===== src/rtl/pc_stack_unit.sv =====
// Program counter with absolute jumps, PC-relative branches and a hardware
// return-address stack for CALL/RET, with sticky overflow/underflow flags.
module pc_stack_unit #(
    parameter int unsigned              ADDR_W      = 8,
    parameter int unsigned              STACK_DEPTH = 4,
    parameter logic [ADDR_W-1:0]        RESET_ADDR  = '0,
    localparam int unsigned             IDX_W       = $clog2(STACK_DEPTH),
    localparam int unsigned             SP_W        = IDX_W + 1
) (
    input  logic              clk,
    input  logic              rst,
    input  logic              en,
    input  logic [2:0]        op,
    input  logic              cond,
    input  logic [ADDR_W-1:0] target,
    input  logic [ADDR_W-1:0] offset,
    input  logic              err_clr,
    output logic [ADDR_W-1:0] pc_addr,
    output logic [SP_W-1:0]   sp,
    output logic              stack_full,
    output logic              stack_empty,
    output logic              overflow_err,
    output logic              underflow_err
);

    localparam logic [2:0] OP_INC    = 3'd0;
    localparam logic [2:0] OP_JUMP   = 3'd1;
    localparam logic [2:0] OP_BRANCH = 3'd2;
    localparam logic [2:0] OP_CALL   = 3'd3;
    localparam logic [2:0] OP_RET    = 3'd4;

    logic [ADDR_W-1:0] pc_q, pc_d;
    logic [SP_W-1:0]   sp_q, sp_d;
    logic              ovf_q, ovf_d;
    logic              unf_q, unf_d;
    logic [ADDR_W-1:0] stack_q [STACK_DEPTH];

    logic [ADDR_W-1:0] pc_inc;
    logic [SP_W-1:0]   sp_dec;
    logic              push_en;
    logic              full;
    logic              empty;

    assign pc_inc = pc_q + {{(ADDR_W-1){1'b0}}, 1'b1};
    assign sp_dec = sp_q - {{(SP_W-1){1'b0}}, 1'b1};
    assign full   = (sp_q == SP_W'(STACK_DEPTH));
    assign empty  = (sp_q == '0);

    always_comb begin
        pc_d    = pc_q;
        sp_d    = sp_q;
        // A new error on this edge overrides a simultaneous clear.
        ovf_d   = ovf_q & ~err_clr;
        unf_d   = unf_q & ~err_clr;
        push_en = 1'b0;
        if (en) begin
            case (op)
                OP_INC:    pc_d = pc_inc;
                OP_JUMP:   pc_d = target;
                OP_BRANCH: pc_d = cond ? (pc_q + offset) : pc_inc;
                OP_CALL: begin
                    if (full) begin
                        ovf_d = 1'b1;
                    end else begin
                        push_en = 1'b1;
                        sp_d    = sp_q + {{(SP_W-1){1'b0}}, 1'b1};
                        pc_d    = target;
                    end
                end
                OP_RET: begin
                    if (empty) begin
                        unf_d = 1'b1;
                    end else begin
                        sp_d = sp_dec;
                        pc_d = stack_q[sp_dec[IDX_W-1:0]];
                    end
                end
                default: ;
            endcase
        end
    end

    always_ff @(posedge clk or posedge rst) begin
        if (rst) begin
            pc_q  <= RESET_ADDR;
            sp_q  <= '0;
            ovf_q <= 1'b0;
            unf_q <= 1'b0;
        end else begin
            pc_q  <= pc_d;
            sp_q  <= sp_d;
            ovf_q <= ovf_d;
            unf_q <= unf_d;
        end
    end

    // Stack contents are don't-care after reset, so no reset term here.
    always_ff @(posedge clk) begin
        if (push_en) begin
            stack_q[sp_q[IDX_W-1:0]] <= pc_inc;
        end
    end

    assign pc_addr       = pc_q;
    assign sp            = sp_q;
    assign stack_full    = full;
    assign stack_empty   = empty;
    assign overflow_err  = ovf_q;
    assign underflow_err = unf_q;

endmodule


===== config.mk =====
export PLATFORM = sky130hd
export DESIGN_NAME = pc_stack_unit
export DESIGN_NICKNAME = d
export VERILOG_FILES = /design/src/rtl/pc_stack_unit.sv
export SDC_FILE = /design/constraint.sdc
export NUM_CORES = 1
export LEC_CHECK = 0
export ABC_AREA = 1
export CAP_MARGIN = 20
export CORE_UTILIZATION = 49
export DETAILED_ROUTE_END_ITERATION = 16
export PLACE_DENSITY = 0.76
export SLEW_MARGIN = 20
export SYNTH_ARGS = -nofsm -noshare
export SYNTH_HDL_FRONTEND = slang
export SYNTH_SLANG_ARGS = --single-unit

===== constraint.sdc =====
create_clock -name clk -period 2.2 [get_ports clk]
set_clock_uncertainty 0.05 [all_clocks]
set_input_delay 0.66 -clock clk [delete_from_list [all_inputs] [get_ports clk]]
set_output_delay 0.66 -clock clk [all_outputs]
set_load 0.02 [all_outputs]

==> run_1/clock_wires.png <==
(4 px per um)
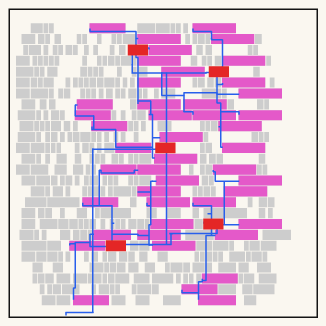
[magenta] flip-flops | count: 45
[blue] clock wires | length: 510 um
[red] clock-net drivers | count: 5
routed clock nets: 6
clk_lat worst skew: 0.30 ns
clock-net power: 640 uW
clock power share: 17.1%

==> run_1/route_heat.png <==
(4 px per um) The die is cut into 15 by 15 equal tiles; white is low, dark blue is high, scaled to the fullest tile. Values are wire area over tile area, all layers added.
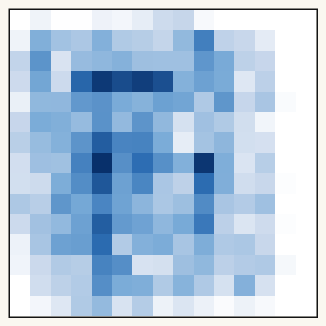
nearly empty tiles: 16%
mean over tiles: 0.18
fullest tile: 0.53
tiles over half the peak: 22%
drt wl/cell: 13.7 um
Global Route Usage Sum: 25.4%
Post-Route WL: 6480 um
Vias: 2394

==> qor.txt, run 1 <==
Initial Util: 52.1%
run status: finished, final reports clean
most frequent logic cell in the layout: nand2_1
CP required: 1.49 ns
WP data arrival: 1.42 ns
Layout Nets: 441
I/O pins: 39
Net Count, Synth: 375
CTS sink cnt: 45
clk buf depth: 2
Hold Path Class: reg -> reg
DR vias/cell: 5.06
top cells, area: edfxtp_1 35%, nand2_1 15%, dfrtp_1 12%, ha_1 6.4%, inv_1 6.1%
Async SR Flop Fraction: 28.9%
Avg Synthesized Cell Area: 8.12 sq um
cell area after layout: 0.00356 sq mm
slowest cell on the critical path: dfrtp_2
minimum clock period: 2.13 ns
H-Tree Depth: 2
Seq share, synth: 47.1%
Finished Layout Cells: 473
Chip Height: 76.6 um
Critical Path Start: sp[0]$_DFFE_PP0P_
R2R depth: 7
CTS tree: done
Worst Max-Slew Pin Slew: 0.519 ns
Worst path max stage delay: 0.41 ns
cts hold-fix bufs: 0
VDD IR max: 0.493 mV
Worst Setup EP: stack_full
crit-path cells: inv_2 -> ha_2 -> ha_2 -> clkdlybuf4s15_2
Detail Route Antenna Nets: 0
core region area: 0.00524 sq mm
number of enable flip-flop cells: 32
max-slew violations: 0
Final GP Congestion: 0.765
yosys cell count: 336
period utilization: 96.7%
Yosys top cell by area: edfxtp_1
global-route wire length before repair: 11600 um
vias in the first global route: 2430
ys flop type: edfxtp_1
die width: 76.6 um
Clock Root Buffer: clkbuf_8
largest net degree at the start of global routing: 21
crit-path most repeated cell: ha_2
final core occ: 67.9%
most instantiated logic cells after routing: 108 x nand2_1, 44 x inv_1, 33 x clkdlybuf4s50_1
yosys stat chip area: 0.00273 sq mm
==> run_1/closeup.png <==
Window x 23 to 53, y 8 to 38 um. Cells in grey, sequential cells in the stronger grey; small squares are vias.
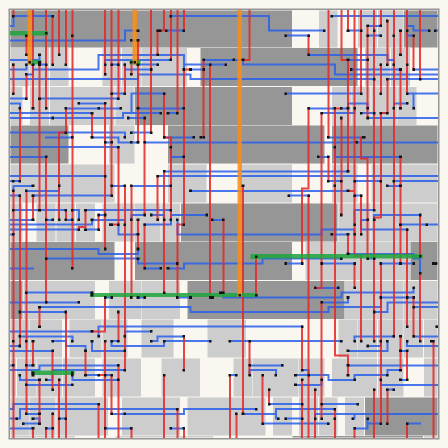
[orange] M4
[blue] M1
[green] M3
[red] M2
sequential cells in the window: 11
cells with their middle in the window: 80
most frequent: nand2_1 (15), nor2_1 (8), edfxtp_1 (8)
netlist names of flops here include: `stack_q` (8), `pc_addr` (2)

run 1: report_power, final:
| group | internal, mW | switching [mW] |
|---|---|---|
| clock network | 0.370 | 0.270 |
| logic | 0.763 | 1.14 |
| registers | 1.09 | 0.123 |
run 1: flip-flops by register name, summed over array words and instances, names as in the netlist:
register and flops:
stack_q 32, pc_addr 8, sp 3, overflow_err 1
underflow_err 1
run 1: kinds of logic (layout without fill, tap and decap cells):
family          after synthesis  count (layout)  synth area share (%)
compound gates               42              42                  8.25
xor+xnor                      5               5                  1.60
fa+ha+maj                    15              15                  7.15
buf+inv                      54             121                  8.02
flops                        45              45                  47.1
simple gates                175             175                  27.8
run 1: cell usage after synthesis (2+ instances only):
master and n:
a21oi_1 17, ha_1 14, nor2_2 3, nand2_1 109, nand3_1 27, inv_1 44
nand4_1 2, edfxtp_1 32, nand3b_1 2, xor2_1 4, o211ai_1 2, inv_2 3
nor2_1 24, o21ai_1 5, o22ai_1 3, nand2_2 3, dfrtp_1 13, o21ai_0 13
buf_2 4
run 1: metal layers:
layer	vias to the layer above	wire, um	global-route usage (%)
met2	63	3190	43.1
li1	1226	-	-
met1	1094	2860	32.1
met4	0	155	11.0
met5	-	0	0
met3	11	275	3.71
run 1: per-stage QoR:
stage	setup slack [ns]	power, mW	TNS (ns)
after floorplan	0.0229	2.42	0
after global placement	-0.193	3.05	-3.34
after detailed placement	-0.229	3.11	-4.04
after CTS	0.0147	3.75	0
after global routing	-0.0222	4.06	-0.0222
final	0.0731	3.75	0
run 1: how the worst min path moves through the flow:
stage | from | endpoint | slack (ns) | depth (start not counted)
global route | overflow_err$_DFF_PP0_ | overflow_err$_DFF_PP0_ | 0.49 | 2
finish | overflow_err$_DFF_PP0_ | overflow_err$_DFF_PP0_ | 0.46 | 2
detailed placement | overflow_err$_DFF_PP0_ | overflow_err$_DFF_PP0_ | 0.44 | 2
CTS | overflow_err$_DFF_PP0_ | overflow_err$_DFF_PP0_ | 0.46 | 2
global placement | underflow_err$_DFF_PP0_ | underflow_err$_DFF_PP0_ | 0.43 | 2
floorplan | rst | overflow_err$_DFF_PP0_ | 0.49 | 1
run 1: critical path: cells and delay by family, from the launching register on:
kind | cells | cell delay [ns]
adders and majority gates | 2 | 0.40
buffers and inverters | 2 | 0.32
DFF | 1 | 0.41
run 1: final cells by class:
type	count	area, sq um
Fill cell	417	1680
Sequential cell	45	1290
Multi-Input combinational cell	237	1270
Timing Repair Buffer	64	601
Inverter	49	191
Tap cell	70	87.6
Clock buffer	7	86.3
Clock inverter	1	30.0
run 1: timing repair:
item / 4_1_cts / 5_1_grt
buffers inserted: 0 / 1
endpoints found under the setup margin: 3 / 10
resized: 7 / 9
pin swaps: 0 / 2
==> run 1 -> run 2 <==
--- a/config.mk
+++ b/config.mk
@@ -5,11 +5,11 @@
 export SDC_FILE = /design/constraint.sdc
 export NUM_CORES = 1
 export LEC_CHECK = 0
-export ABC_AREA = 1
 export CAP_MARGIN = 20
 export CORE_UTILIZATION = 49
 export DETAILED_ROUTE_END_ITERATION = 16
 export PLACE_DENSITY = 0.76
+export RECOVER_POWER = 100
 export SLEW_MARGIN = 20
 export SYNTH_ARGS = -nofsm -noshare
 export SYNTH_HDL_FRONTEND = slang
==> run_2/gates.png <==
(8 px per um)
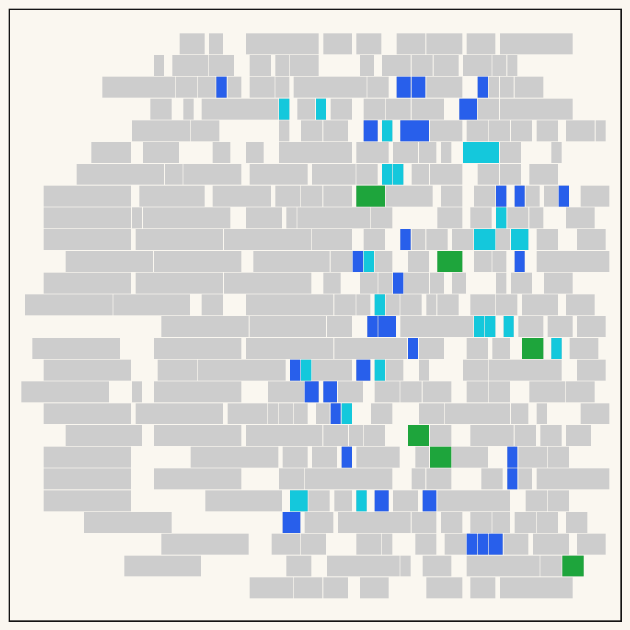
[cyan] nor cells | cells: 20
[blue] nand cells | cells: 31
[green] non-inverting ao/oa cells | cells: 6
Finished Layout Cells: 395
logic share of the area: 37.1%
most frequent logic cell in the layout: buf_4

==> run 2 against run 1 <==
Clock power is 2% lower. Design area is 5.7% higher. Maximum frequency is 2.2% lower. Critical path type unchanged. Register-to-register slack worse by 0.22 ns. Highest routed layer unchanged. Largest cell class is now multi-input combinational cells. Cell count is 16% lower. Wire length is 8.2% higher. Sequential cell count stayed put. Combinational power is 19% higher.
==> qor.txt, run 2 <==
CP required: 1.49 ns (about the same)
number of enable flip-flop cells: 32 (unchanged)
Detail Route Antenna Nets: 0 (unchanged)
Final Total Pwr: 4.16 mW (+11%)
Post-Route WL: 7010 um (+8.2%)
Async SR Flop Fraction: 28.9% (unchanged)
CTS tree: done
yosys cell count: 233 (-31%)
clk_lat worst skew: 0.30 ns (about the same)
Clock Root Buffer: clkbuf_8
Global Route Usage Sum: 24.9% (-0.46 points)
top cells, area: edfxtp_1 36%, dfrtp_1 12%, mux4_1 6.8%, ha_1 6.5%, xnor2_1 3.6%
Chip Height: 76.3 um (-0.42%)
Net Count, Synth: 272 (-27%)
Final GP Congestion: 0.947 (+24%)
clk buf depth: 2 (unchanged)
Hold Path Class: reg -> reg
cts hold-fix bufs: 0 (unchanged)
run status: finished, final reports clean
VDD IR max: 0.615 mV (+25%)
cell family with most CP delay: buffers and inverters
Worst Path Buf+Inv: 1 (-1)
top cells by count: 32 x edfxtp_1, 18 x nand2_1, 16 x nor2_1, 15 x o21ai_0, 14 x ha_1
Avg Synthesized Cell Area: 11.6 sq um (+43%)
R2R depth: 5 (-2)
Layout Nets: 363 (-18%)
H-Tree Depth: 2 (unchanged)
Initial Util: 52.0% (-0.13 points)
largest net degree at the start of global routing: 15 (-29%)
critical path depth: 1 (-3)
Yosys top cell by area: edfxtp_1
ys flop type: edfxtp_1
Seq share, synth: 47.5% (+0.41 points)
global-route wire length before repair: 11100 um (-4.4%)
slowest cell on the critical path: clkdlybuf4s50_1
Yosys top cell by instances: edfxtp_1
core region area: 0.00520 sq mm (-0.62%)
crit-path cells: clkdlybuf4s50_1
yosys stat chip area: 0.00271 sq mm (-0.87%)
Worst Max-Slew Pin Slew: 0.601 ns (+0.0821 ns)
WP data arrival: 1.47 ns (+0.05 ns)
Worst path max stage delay: 0.66 ns (+0.25 ns)
vias in the first global route: 2247 (-7.5%)
period utilization: 98.9% (+2.2 points)
worst hold stages: 2 (unchanged)
DR vias/cell: 5.70 (+13%)
die width: 76.3 um (-0.42%)
==> run_2/closeup.png <==
Window x 23 to 53, y 8 to 38 um. Cells in grey, sequential cells in the stronger grey; small squares are vias.
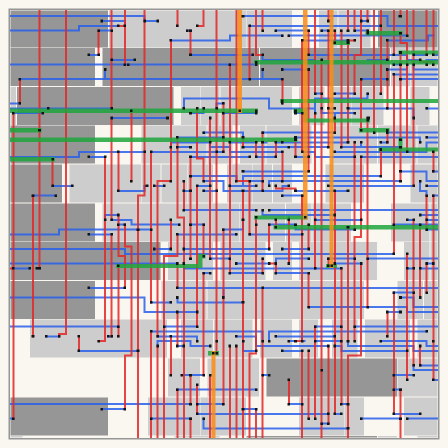
[red] M2
[green] M3
[blue] M1
[orange] M4
cells with their middle in the window: 68
most frequent: edfxtp_1 (9), nand3_1 (5), nand2_1 (5)
sequential cells in the window: 11
netlist names of flops here include: `stack_q` (9), `pc_addr` (2)

-- run 2: path summary, 6_finish.rpt --
path / slack [ns] / startpoint / to
worst min-delay path: 0.48 / overflow_err$_DFF_PP0_ / overflow_err$_DFF_PP0_
worst min register to register: 0.48 / overflow_err$_DFF_PP0_ / overflow_err$_DFF_PP0_
worst max register to register: 0.10 / sp[0]$_DFFE_PP0P_ / pc_addr[0]$_DFFE_PP0P_
min in group asynchronous: 0.80 / rst / pc_addr[4]$_DFFE_PP0P_
max in group asynchronous: 0.86 / rst / sp[0]$_DFFE_PP0P_
worst max-delay path: 0.02 / pc_addr[5]$_DFFE_PP0P_ / pc_addr[5]
-- run 2: cell type report --
type | count | area [sq um] | area share, %
Inverter | 11 | 41.3 | 1.10
Sequential cell | 45 | 1290 | 34.3
Multi-Input combinational cell | 165 | 1390 | 37.1
Clock buffer | 6 | 72.6 | 1.93
Clock inverter | 2 | 38.8 | 1.03
Timing Repair Buffer | 96 | 838 | 22.3
Tap cell | 70 | 87.6 | 2.33
-- run 2: where the power goes --
part	total [mW]	switching (mW)	internal, mW
combinational	2.27	1.19	1.08
sequential	1.26	0.126	1.13
clock	0.630	0.289	0.341
total	4.16	1.60	2.55
-- run 2: cells by family (layout without fill, tap and decap cells) --
family | Yosys count | count (layout) | share of synthesized area, %
compound gates | 57 | 57 | 13.7
xor+xnor | 14 | 14 | 4.53
fa+ha+maj | 15 | 15 | 7.22
buf+inv | 23 | 115 | 5.60
flops | 45 | 45 | 47.5
mux | 10 | 10 | 8.37
simple gates | 69 | 69 | 13.0
-- run 2: through the flow --
| stage | worst slack [ns] | hold slack [ns] | utilization [%] | setup TNS (ns) |
|---|---|---|---|---|
| after floorplan | -0.0164 | 0.487 | - | -0.0164 |
| after global placement | -0.482 | 0.466 | 68.5 | -12.19 |
| after detailed placement | -0.554 | 0.473 | 68.5 | -12.82 |
| after CTS | 0.0116 | 0.489 | 71.4 | 0 |
| after global routing | -0.0142 | 0.526 | 72.2 | -0.0264 |
| final | 0.0248 | 0.479 | 72.2 | 0 |
-- run 2: layer usage --
layer  share of wire (%)  track usage (%)  up-vias  wire length [um]
met5                   0                0        -                 0
met4                 2.6             11.3        0               183
met3                 5.5             3.11       17               383
met2                  49             41.6       88              3430
met1                  43             32.4     1077              3020
li1                    -                -     1069                 -
-- run 2: timing repair --
action	in CTS	in global routing
buffers inserted	1	2
setup endpoints to repair	12	44
gates resized	22	15
gates cloned	0	0
pin swaps	9	9
Power and IR drop assume default switching activity.
